--- config.mk ---
export PLATFORM = sky130hd
export DESIGN_NAME = ps2_host_tx
export DESIGN_NICKNAME = d
export VERILOG_FILES = /design/src/rtl/ps2_host_tx.sv
export SDC_FILE = /design/constraint.sdc
export NUM_CORES = 1
export LEC_CHECK = 0
export ABC_CLOCK_PERIOD_IN_PS = 2900
export CORE_UTILIZATION = 29
export CTS_BUF_LIST = sky130_fd_sc_hd__clkbuf_4 sky130_fd_sc_hd__clkbuf_8 sky130_fd_sc_hd__clkbuf_16
export DETAILED_ROUTE_END_ITERATION = 6
export PLACE_DENSITY = 0.46
export SETUP_SLACK_MARGIN = 0.5
export SLEW_MARGIN = 20
export SYNTH_ARGS = -nofsm -noshare
export SYNTH_HDL_FRONTEND = slang
export SYNTH_SLANG_ARGS = --single-unit
export TNS_END_PERCENT = 100
--- constraint.sdc ---
create_clock -name clk100MHz -period 2.9 [get_ports clk100MHz]
set_input_delay 0.435 -clock clk100MHz [delete_from_list [all_inputs] [get_ports clk100MHz]]
set_output_delay 0.435 -clock clk100MHz [all_outputs]
set_load 0.05 [all_outputs]
--- src/rtl/ps2_host_tx.sv ---
// ps2_host_tx: host-to-device PS/2 command transmitter driving open-drain clock/data enables
module ps2_host_tx #(
  parameter int INHIBIT_CYCLES = 10000,
  parameter int TIMEOUT_CYCLES = 200000
) (
  input  logic       clk100MHz,
  input  logic       resetN,
  input  logic [7:0] txData,
  input  logic       txStart,
  output logic       txBusy,
  output logic       txDone,
  output logic       txAck,
  output logic       txError,
  input  logic       ps2ClkIn,
  input  logic       ps2DataIn,
  output logic       ps2ClkOE,
  output logic       ps2DataOE
);
  localparam int TW = ($clog2(TIMEOUT_CYCLES + 1) > 18) ? $clog2(TIMEOUT_CYCLES + 1) : 18;
  typedef enum logic [2:0] {IDLE, INHIBIT, REQ, SHIFT, ACK, WAITIDLE} state_t;
  state_t state;
  logic [1:0] clk_sync, dat_sync;
  logic clk_prev, fall, watched, timeout;
  logic [8:0] shreg;
  logic [3:0] bit_cnt;
  logic [TW-1:0] timer;
  always_ff @(posedge clk100MHz or negedge resetN)
    if (!resetN) {clk_sync, dat_sync, clk_prev} <= '1;
    else begin
      clk_sync <= {clk_sync[0], ps2ClkIn};
      dat_sync <= {dat_sync[0], ps2DataIn};
      clk_prev <= clk_sync[1];
    end
  assign fall = clk_prev & ~clk_sync[1];
  assign watched = state inside {REQ, SHIFT, ACK, WAITIDLE};
  assign timeout = watched && timer == TW'(TIMEOUT_CYCLES - 1);
  // Our own inhibit pull on the clock line must not restart the inhibit count
  always_ff @(posedge clk100MHz or negedge resetN)
    if (!resetN) begin
      state <= IDLE;
      {txBusy, txDone, txAck, txError, ps2ClkOE, ps2DataOE} <= '0;
      shreg <= '0;
      bit_cnt <= '0;
      timer <= '0;
    end else begin
      txDone <= 1'b0;
      txError <= 1'b0;
      timer <= (state == IDLE || (fall && state != INHIBIT)) ? '0 : timer + 1'b1;
      if (timeout) begin
        state <= IDLE;
        {txBusy, txAck, ps2ClkOE, ps2DataOE} <= '0;
        txDone <= 1'b1;
        txError <= 1'b1;
      end else case (state)
        IDLE: if (txStart && !txDone) begin
          state <= INHIBIT;
          shreg <= {~^txData, txData};
          txAck <= 1'b0;
          txBusy <= 1'b1;
          ps2ClkOE <= 1'b1;
        end
        INHIBIT: if (timer == TW'(INHIBIT_CYCLES - 1)) begin
          state <= REQ;
          ps2DataOE <= 1'b1;
          timer <= '0;
        end
        REQ: begin
          state <= SHIFT;
          ps2ClkOE <= 1'b0;
          bit_cnt <= '0;
          timer <= '0;
        end
        SHIFT: if (fall) begin
          ps2DataOE <= (bit_cnt != 4'd9) & ~shreg[0];
          shreg <= shreg >> 1;
          bit_cnt <= bit_cnt + 1'b1;
          state <= bit_cnt == 4'd9 ? ACK : SHIFT;
        end
        ACK: if (fall) begin
          state <= WAITIDLE;
          txAck <= ~dat_sync[1];
        end
        WAITIDLE: if (clk_sync[1] && dat_sync[1]) begin
          state <= IDLE;
          txBusy <= 1'b0;
          txDone <= 1'b1;
        end
        default: state <= IDLE;
      endcase
    end
endmodule
**Run 1: gate families picked out**

Bar = 20 µm.
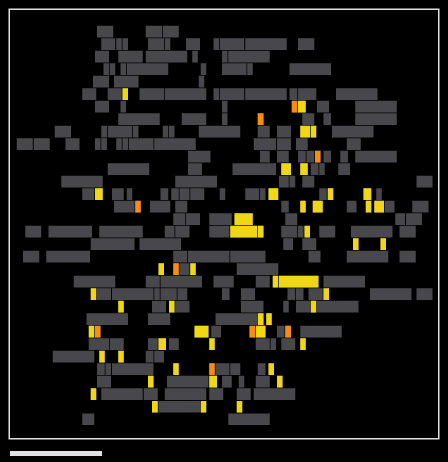
family	colour	cells
inv cells	orange	9
nor cells	yellow	48
logic share of the area: 43.20%
Post-Layout Cell Count: 363
dominant logic cell type in the layout: dfrtp_1

**Run 1: placement view**

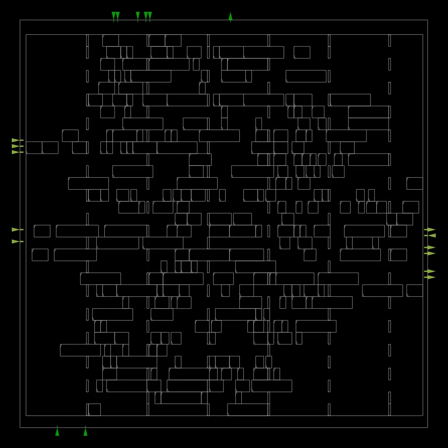
Rows: 32
post-layout util: 35.10%
Core Box Area: 0.007888 mm²
tap cell count: 102
fill count: 800

==> changes_impl.md, run 1 <==
### Changed

- Total track usage: 12.32%
- Layout area overhead: 15.08%
- Adder Area Share: about 1.6%
- Max_cap viols: 0
- Worst path arrival time: roughly 2400 ps
- Vias in the first global route: 1586
- Share of layout cells above drive strength 1: between 10% and 20%
- H-tree levels: 2
- Buf+Inv Stages, Crit Path: 0
- Comb area leader: simple AND/OR/NAND/NOR gates
- Signal buf overhead: 6.688%
- Setup crit end kind: register
- Status: completed
- Crit path to: shreg[1]$_DFFE_PN0P_
- Cell Type Count: 50
- Max incr delay on CP: 480 ps
- Worst vdd ir: 0.0001470 V
- Clk root buf: clkbuf_8
- Rel. slew slack: about 60%
- Seq pwr share: 57.7%
- Post-cts sizing count: 0
- Biggest Area Class: combinational gates
- Fin. Hold Viols: 0
- Number of enable flip-flop cells: 0
- Mean post-synth cell area: 9.984 µm²
- Hold WS: approximately 110 ps
- YS warnings: 0
- MI comb cells: 180
- Ys cells: 241
- Ys flops: 45
- F_max: 453.6 MHz
- Clock-cell share of area: 3.389%
- Vert. Die Dim: 93.09 µm
- Setup crit start kind: register
- Logic pwr share: 5.2%
- Placer Congestion: 0.7798
- TritonRoute pass-1 iters: 4
- Yosys chip area: 0.002406 mm²
- Mapped Area: between 0.002 and 0.0025 mm²
- Final ANT Viol Nets: 0
- Final setup fails: 0
- Worst setup startpoint: timer[0]$_DFF_PN0_
- FF-to-FF path depth: 6
- Hold Crit Class: primary input to asynchronous set/reset pin
- Minimum clock period: 2204 ps
- Full die area: 0.008665 mm²
- Sw Ratio: about 24%
- Worst-Margin Slew: roughly 600 ps
- Drt via density: roughly 4.7
- Pint: between 0.8 and 0.9 mW
- Worst Skew: 9.973 ps
- Die Span X: 93.09 µm
- Period utilization: 76.01%
- Sequential cell count: 45
- Dpl cell area: 0.002673 mm²
- Gr ovfl total: 0
- Count of non-CTS buffers in the layout: 19
- Vias after detailed routing: 1691
- Yosys xor share: 8.736%
- Clk slew on worst S/H paths: 100 ps
- Initial Util: 30.50%
- R2R setup slack: 700 ps
- Pwr Density: 398.2 mW/mm²
- Place WS: ~700 ps
- Worst r2r src: timer[0]$_DFF_PN0_
- Yosys simple share: 24.34%
- Tool warnings: 27
- Crit Path Category: register to register
- Crit Path Max Fanout: 9
- Mapped Nets: 257
- Ao+oa area frac: 9.464%
- Main synth FF type: dfrtp_1
- Delay-heaviest family, CP: simple AND/OR/NAND/NOR gates
- Final HPWL DP: about 3400 µm
- Logic area: approximately 0.0012 mm²
- Slowest-stage cell, CP: a211o_1
- Crit path required time: 3090 ps
- PortBufs: 18
- Total power draw: about 1.1 mW
- Seq. cell area: 0.001132 mm²
- Clock buffers: 5
- Cell depth of the worst setup path: 6
- Global-route wire length before repair: 8293 µm
- RSZ-0062 raised after global routing: no
- Area leader share: 41.60%
- CTS max path bufs: 2
- Crit-path cells: ha_1 > and3_1 > nand3_2 > nor2_4 > a211o_1 > mux2_4
- Multiplexer share: 5.616%
**Run 1: wiring by layer**

Bar = 20 µm.
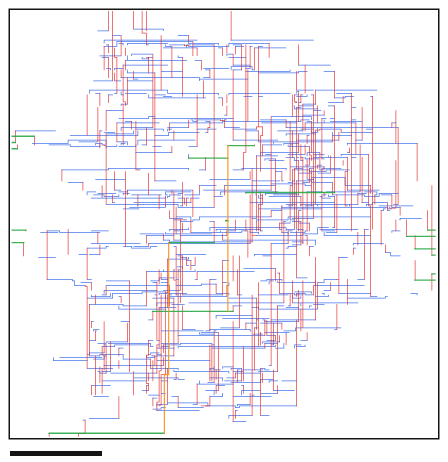
layer	colour	wire length
M1	blue	2650 µm
M4	orange	78.4 µm
M3	green	116 µm
M2	red	2030 µm
Avg WL per Cell: 13.41 µm
Routed Wire Length: 4868 µm

**Run 1: placement by cell class**

Bar = 20 µm. Fill, decap, tap and diode cells in grey.
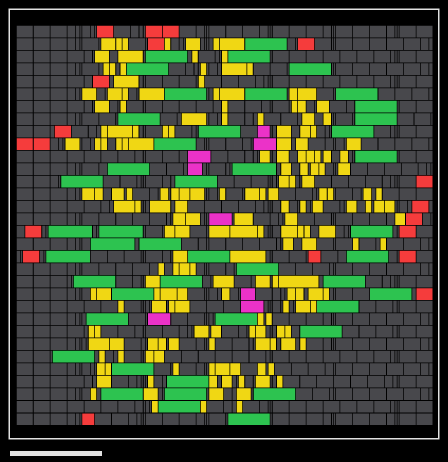
class	colour	cells	share of their area
remaining logic cells	yellow	189	47%
remaining buffers and delay cells	red	19	7.0%
clock drivers and dummy loads	magenta	8	3.6%
sequential cells	green	45	43%
final instance area: 0.002769 mm²
Seq/total area: 40.89%

## run 1: worst reg2reg max path: cells and delay by family (launching register included)
kind                     cells  cell delay [ps]
adder cells (fa/ha/maj)      1              200
flip-flops                   1              400
AND/OR/NAND/NOR              3              670
multiplexers                 1              340
AND-OR/OR-AND                1              480
## run 1: registers in the layout (all words and copies together), names as in the netlist
signal	count
ps2DataOE	1
txDone	1
txError	1
bit_cnt	4
txAck	1
state	3
timer	18
clk_sync	2
txBusy	1
clk_prev	1
shreg	9
ps2ClkOE	1
dat_sync	2
## run 1: metal layers
metal	vias up	track usage, %	part of all wire, %
met5	-	0	0
met4	0	4.615	1.6
met3	6	2.439	2.4
met2	20	17.22	42
met1	813	18.51	54
li1	852	-	-
## run 1: cells by family after synthesis
group | count (synthesis)
multiplexers | 9
flip-flops | 45
buffers and inverters | 16
AND-OR/OR-AND | 31
AND/OR/NAND/NOR | 113
XOR/XNOR | 24
adder cells (fa/ha/maj) | 3
## run 1: cells in the mapped netlist (all sizes together) (3+ instances only)
master  count
xnor2      15
nand3      10
clkbuf      3
and2        3
inv         9
and3        3
dfrtp      40
dfstp       5
nand2      36
nor3        7
xor2        9
nor2       33
nor2b       5
nand2b      3
nand4       4
ha          3
buf         4
mux2        9
o21ai       9
## run 1: power by group through the flow
| stage | sequential, mW | clock, mW | combinational (mW) |
|---|---|---|---|
| after floorplan | 0.647 | 0 | 0.0250 |
| after global placement | 0.649 | 0 | 0.0598 |
| after detailed placement | 0.649 | 0 | 0.0593 |
| after CTS | 0.636 | 0.433 | 0.0594 |
| after global routing | 0.637 | 0.450 | 0.0652 |
| final | 0.636 | 0.409 | 0.0575 |
## Run 2: what changed since run 1
--- a/config.mk
+++ b/config.mk
@@ -5,7 +5,7 @@
 export SDC_FILE = /design/constraint.sdc
 export NUM_CORES = 1
 export LEC_CHECK = 0
-export ABC_CLOCK_PERIOD_IN_PS = 2900
+export ABC_CLOCK_PERIOD_IN_PS = 2210
 export CORE_UTILIZATION = 29
 export CTS_BUF_LIST = sky130_fd_sc_hd__clkbuf_4 sky130_fd_sc_hd__clkbuf_8 sky130_fd_sc_hd__clkbuf_16
 export DETAILED_ROUTE_END_ITERATION = 6
==> constraint.sdc (replaced) <==
create_clock -name clk100MHz -period 2.21 [get_ports clk100MHz]
set_input_delay 0.3315 -clock clk100MHz [delete_from_list [all_inputs] [get_ports clk100MHz]]
set_output_delay 0.3315 -clock clk100MHz [all_outputs]
set_load 0.05 [all_outputs]
**Run 2: placement view**

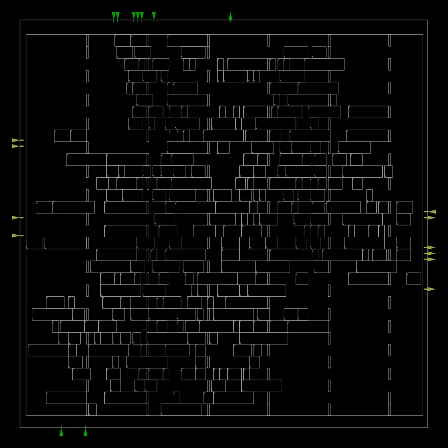
Post-Layout Cell Count: 387
sequential cell count: 45
fill count: 769
Seq/total area: 34.90%

**Run 2: gate families picked out**

Bar = 20 µm.
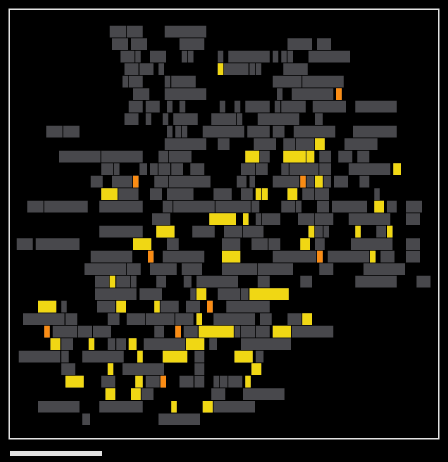
family	colour	cells
inv cells	orange	9
nor cells	yellow	48
logic share of the area: 44.35%

==> run 2 against run 1 <==
Cell area rose by 18%. Clock-buffer cell count rose by 1. Power rose by 43%. Clock power rose by 62%. Highest routed layer unchanged. Sequential cell count did not move. Synthesized cell count did not move. Register-to-register slack got worse by 260 ps. Sequential share of layout area fell by 6.0 points. Die area did not move. Critical endpoint is now shreg[3]$_DFFE_PN0P_. Combinational power rose by 39%. Critical path type unchanged. Setup slack got worse by 260 ps. Global-route usage rose by 1.1 points.
==> changes_impl.md, run 2 <==
### Changed

- Status: completed
- Count leader, synth: dfrtp_1
- Core Box Area: ~0.008 mm²
- F_max: 562.7 MHz
- Vias after detailed routing: 1834
- Top post-synthesis cells by count: dfrtp_1 (40), nand2_1 (36), nor2_1 (32)
- Grt met3 use: 2.114%
- Cell Type Count: 50
- Place WS: 141.7 ps
- Pwr Density: slightly below 500 mW/mm²
- Worst vdd ir: around 0.00025 V
- Placer Congestion: ~0.74
- Dpl cell area: 0.002748 mm²
- Layout area overhead: 35.31%
- Top reg by flops: timer
- GRT met1 Usage: 19.99%
- Crit Path Category: register to register
- CTS max path bufs: 2
- Die Span X: 93.09 µm
- Drt via density: 4.739
- Clk slew on worst S/H paths: 90 ps
- Ys flops: between 40 and 50
- Crit path required time: 2390 ps
- Crit Path Max Fanout: 5
- Worst path arrival time: a little under 2000 ps
- WL met3: ~150 µm
- Max_cap viols: 0
- Share of layout cells above drive strength 1: 32.98%
- R2R setup slack: 430 ps
- Avg WL per Cell: 14.16 µm
- Full die area: 0.008665 mm²
- RSZ-0062 raised after global routing: yes
- FF-to-FF path depth: 5
- Final ANT Viol Nets: 0
- Final HPWL DP: around 3600 µm
- Vias in the first global route: 1785
- Initial Util: 30.50%
- Minimum clock period: approximately 1800 ps
- Yosys chip area: 0.002406 mm²
run 2: cell families after synthesis:
group           share of synthesized area, %
buf+inv                                3.224
fa+ha+maj                              1.560
simple gates                           24.34
compound gates                         9.465
flops                                  47.06
mux                                    5.616
xor+xnor                               8.737
run 2: worst max-delay path, cell delays in order (launching register included):
cell and delay [ps]:
dfrtp_1 420, nor4b_4 370, nand4_4 160, nor2_4 180
a211o_4 210, mux2_4 300
run 2: how the worst max path moves through the flow:
stage / to / startpoint / cells past startpoint / slack [ps]
5_1_grt: bit_cnt[2]$_DFFE_PN0P_ / timer[7]$_DFF_PN0_ / 7 / 350
2_1_floorplan: shreg[0]$_DFFE_PN0P_ / timer[7]$_DFF_PN0_ / 6 / 420
6_report: shreg[3]$_DFFE_PN0P_ / timer[7]$_DFF_PN0_ / 5 / 430
4_1_cts: shreg[3]$_DFFE_PN0P_ / state[0]$_DFFE_PN0P_ / 5 / 410
3_3_place_gp: shreg[6]$_DFFE_PN0P_ / txStart / 6 / 170
3_5_place_dp: shreg[6]$_DFFE_PN0P_ / timer[12]$_DFF_PN0_ / 5 / 140
run 2: layout make-up:
cell class	count	area, µm²
multi-input combinational	181	1444
timing repair buffer	42	394.1
fill	769	4632
clock buffer	6	82.58
tap	102	127.6
sequential	45	1136
clock inverter	2	37.54
inverter	9	33.78
run 2: where the power goes:
part | switching (mW) | total [mW] | internal (mW) | leakage [nW]
Sequential | 0.00365 | 0.835 | 0.831 | 0.583
Combinational | 0.0410 | 0.0802 | 0.0393 | 0.775
Clock | 0.295 | 0.663 | 0.368 | 0.0574
run 2: timing repair:
| action | CTS | global route |
|---|---|---|
| hold buffers | 0 | 0 |
| setup buffers | 11 | 1 |
| setup endpoints to repair | 43 | 38 |
| cloned | 3 | 1 |
| resized | 45 | 27 |
| pin swaps | 29 | 10 |
**Run 2: wiring by layer**

Bar = 20 µm.
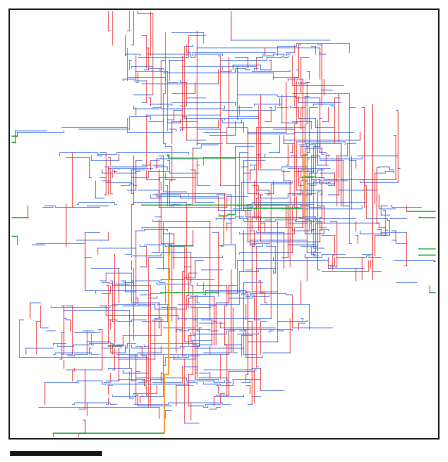

## Run 3: what changed since run 2
--- a/config.mk
+++ b/config.mk
@@ -5,11 +5,11 @@
 export SDC_FILE = /design/constraint.sdc
 export NUM_CORES = 1
 export LEC_CHECK = 0
-export ABC_CLOCK_PERIOD_IN_PS = 2210
+export ABC_CLOCK_PERIOD_IN_PS = 1600
 export CORE_UTILIZATION = 29
 export CTS_BUF_LIST = sky130_fd_sc_hd__clkbuf_4 sky130_fd_sc_hd__clkbuf_8 sky130_fd_sc_hd__clkbuf_16
 export DETAILED_ROUTE_END_ITERATION = 6
-export PLACE_DENSITY = 0.46
+export PLACE_DENSITY = 0.48
 export SETUP_SLACK_MARGIN = 0.5
 export SLEW_MARGIN = 20
 export SYNTH_ARGS = -nofsm -noshare
==> constraint.sdc (replaced) <==
create_clock -name clk100MHz -period 1.6 [get_ports clk100MHz]
set_input_delay 0.24 -clock clk100MHz [delete_from_list [all_inputs] [get_ports clk100MHz]]
set_output_delay 0.24 -clock clk100MHz [all_outputs]
set_load 0.05 [all_outputs]
**Run 3: wiring by layer**

Bar = 20 µm.
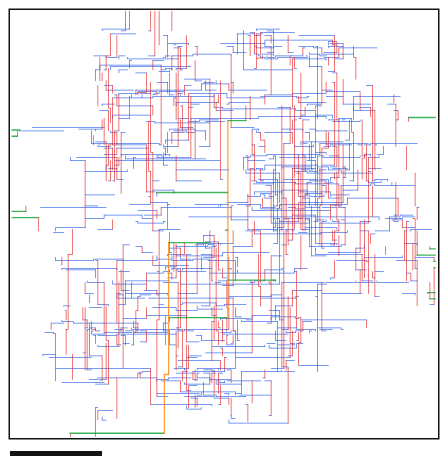
layer	colour	wire length
M4	orange	85.2 µm
M1	blue	2640 µm
M2	red	2370 µm
M3	green	97.5 µm
vias after detailed routing: 1902
Routed Wire Length: 5195 µm
total track usage: 13.53%

**Run 3: gate families picked out**

Bar = 20 µm.
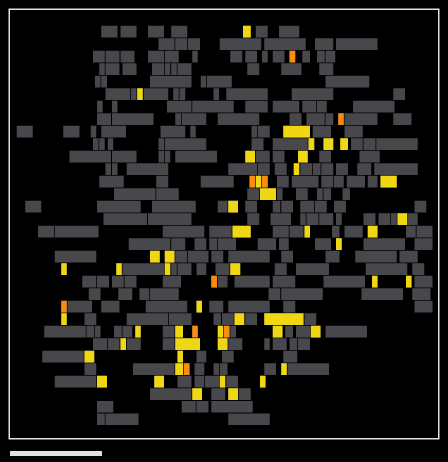
family	colour	cells
inv cells	orange	9
nor cells	yellow	48
logic share of the area: 38.41%
dominant logic cell type in the layout: buf_4
Post-Layout Cell Count: 425

==> run 3 against run 2 <==
The flow now finishes with violations (negative setup slack). Area after synthesis is the same. Clock power increased by 12%. Wire length down 5.2%. Sequential power up 38%. Register-to-register slack got worse by 620 ps. Global-route usage up 0.12 points. Setup slack got worse by 620 ps. First-iteration DRC count shrank 15%. Synthesized cell count unchanged. Worst hold slack better by 300 ps. Clock-buffer cell count is 2 higher. Critical path type unchanged. Largest power group unchanged. Highest routed layer unchanged.
==> changes_impl.md, run 3 <==
### Changed

- Status: finished with violations
- Failing checks: negative setup slack
- Ys flops: approximately 45
- Fin. Hold Viols: 0
- Delay-heaviest family, CP: flip-flops
- F_max: 561.1 MHz
- TritonRoute pass-1 iters: 4
- Core Box Area: 0.007888 mm²
- Final ANT Viol Nets: 0
- Main synth FF type: dfrtp_1
- Worst vdd ir: ~0.00025 V
- Cell Type Count: 50
- GRT met1 Usage: 17.52%
- Buf+Inv Stages, Crit Path: 1
- Max incr delay on CP: 390 ps
- Worst-Margin Slew: 321.1 ps
- Avg WL per Cell: between 10 and 15 µm
- Crit-path cells: ha_2 > and3_4 > nand3_4 > nor2_4 > a211o_4 > clkbuf_16 > mux2_4
- Rows: 32
- Clk root buf: clkbuf_8
- Setup crit end kind: register
- Met1 Wirelength: 2643 µm
- Grt met3 use: 2.683%
- Clk slew on worst S/H paths: 80 ps
- Period utilization: 111.4%
- Layout area overhead: 43.53%
- Top Metal Used: met4
- Final worst slack: -182.2 ps
- Initial Util: a little under a third
- Cell type with the largest total area: dfrtp_1
- Top Registers: timer x18, shreg x9, bit_cnt x4
- Worst path arrival time: 1970 ps
- WL met3: just under 100 µm
- Count leader, synth: dfrtp_1
- Yosys chip area: 0.002406 mm²
- Global routing's busiest layer: met2
- Setup crit start kind: register
- Pwr Density: 584.5 mW/mm²
- FF-to-FF path depth: 7
- WL met2: 2369 µm
- Global Route met2 Usage: 22.30%
- Ys cells: 241
- Worst setup startpoint: timer[0]$_DFF_PN0_
- Final HPWL DP: 3767 µm
- Placer Congestion: 0.8424
- Minimum clock period: 1782 ps
- Worst r2r src: timer[0]$_DFF_PN0_
- Worst Skew: about 5.6 ps
- Top reg by flops: timer
- Crit Path Max Fanout: 4
- Tool warnings: 30
- Final instance area: roughly 0.0035 mm²
- Final setup fails: 37
- Share of layout cells above drive strength 1: 39.32%
- Gr ovfl total: 0
- Vert. Die Dim: ~93 µm
- RSZ-0062 raised after global routing: yes
- Mean post-synth cell area: 9.984 µm²
- PortBufs: 18
- Full die area: 0.008665 mm²
- Area leader share: 41.60%
- CTS max path bufs: 2
- Global-route wire length before repair: 9170 µm
- Slowest-stage cell, CP: dfrtp_1
- Vias in the first global route: 2000
- Crit Path Category: register to register
- Place WS: -275.8 ps
- Hold Crit Class: primary input to register
- Mapped Nets: around 260
- Crit path required time: 1790 ps
- Total power draw: 2.018 mW
- YS warnings: 0
- Post-layout util: 43.78%
- Rel. slew slack: between 70 and 80%
- Number of enable flip-flop cells: 0
- H-tree levels: 2
- Hold WS: ~340 ps
- Max_cap viols: 0
- P_leak: 1.577 nW
-- run 3: cell families (layout without fill, tap and decap cells) --
group / Yosys count / count (layout) / synth area share, %
fa+ha+maj: 3 / 3 / 1.560
xor+xnor: 24 / 24 / 8.737
flops: 45 / 45 / 47.06
compound gates: 31 / 31 / 9.465
buf+inv: 16 / 98 / 3.224
mux: 9 / 9 / 5.616
simple gates: 113 / 113 / 24.34
-- run 3: layout make-up --
| type | instances | area, µm² |
|---|---|---|
| Multi-Input combinational cell | 180 | 1326 |
| Sequential cell | 45 | 1135 |
| Clock buffer | 8 | 91.34 |
| Inverter | 9 | 33.78 |
| Timing Repair Buffer | 81 | 739.5 |
| Fill cell | 765 | 4434 |
| Tap cell | 102 | 127.6 |
-- run 3: worst max-delay path by stage --
stage / to / slack [ps] / cells after the start
CTS: shreg[3]$_DFFE_PN0P_ / -190 / 6
detailed placement: shreg[4]$_DFFE_PN0P_ / -280 / 7
floorplan: shreg[0]$_DFFE_PN0P_ / -190 / 6
global placement: shreg[3]$_DFFE_PN0P_ / -270 / 7
finish: shreg[2]$_DFFE_PN0P_ / -180 / 7
global route: timer[13]$_DFF_PN0_ / -240 / 7
-- run 3: what timing repair did --
| action | 4_1_cts | 5_1_grt |
|---|---|---|
| endpoints found under the setup margin | 45 | 46 |
| gates cloned | 0 | 1 |
| gates resized | 11 | 31 |
| endpoints found under the hold margin | 40 | 0 |
| hold buffers | 1 | 0 |
| pin swaps | 0 | 11 |
| setup buffers | 3 | 2 |
-- run 3: where the power goes --
part | leakage [nW] | internal [mW] | switching (mW) | total (mW)
logic | 0.942 | 0.0684 | 0.0583 | 0.127
clock network | 0.0498 | 0.362 | 0.378 | 0.740
registers | 0.585 | 1.15 | 0.00384 | 1.15
total | 1.58 | 1.58 | 0.440 | 2.02
Power figures rest on the tool's default switching activity, not on a simulated workload.
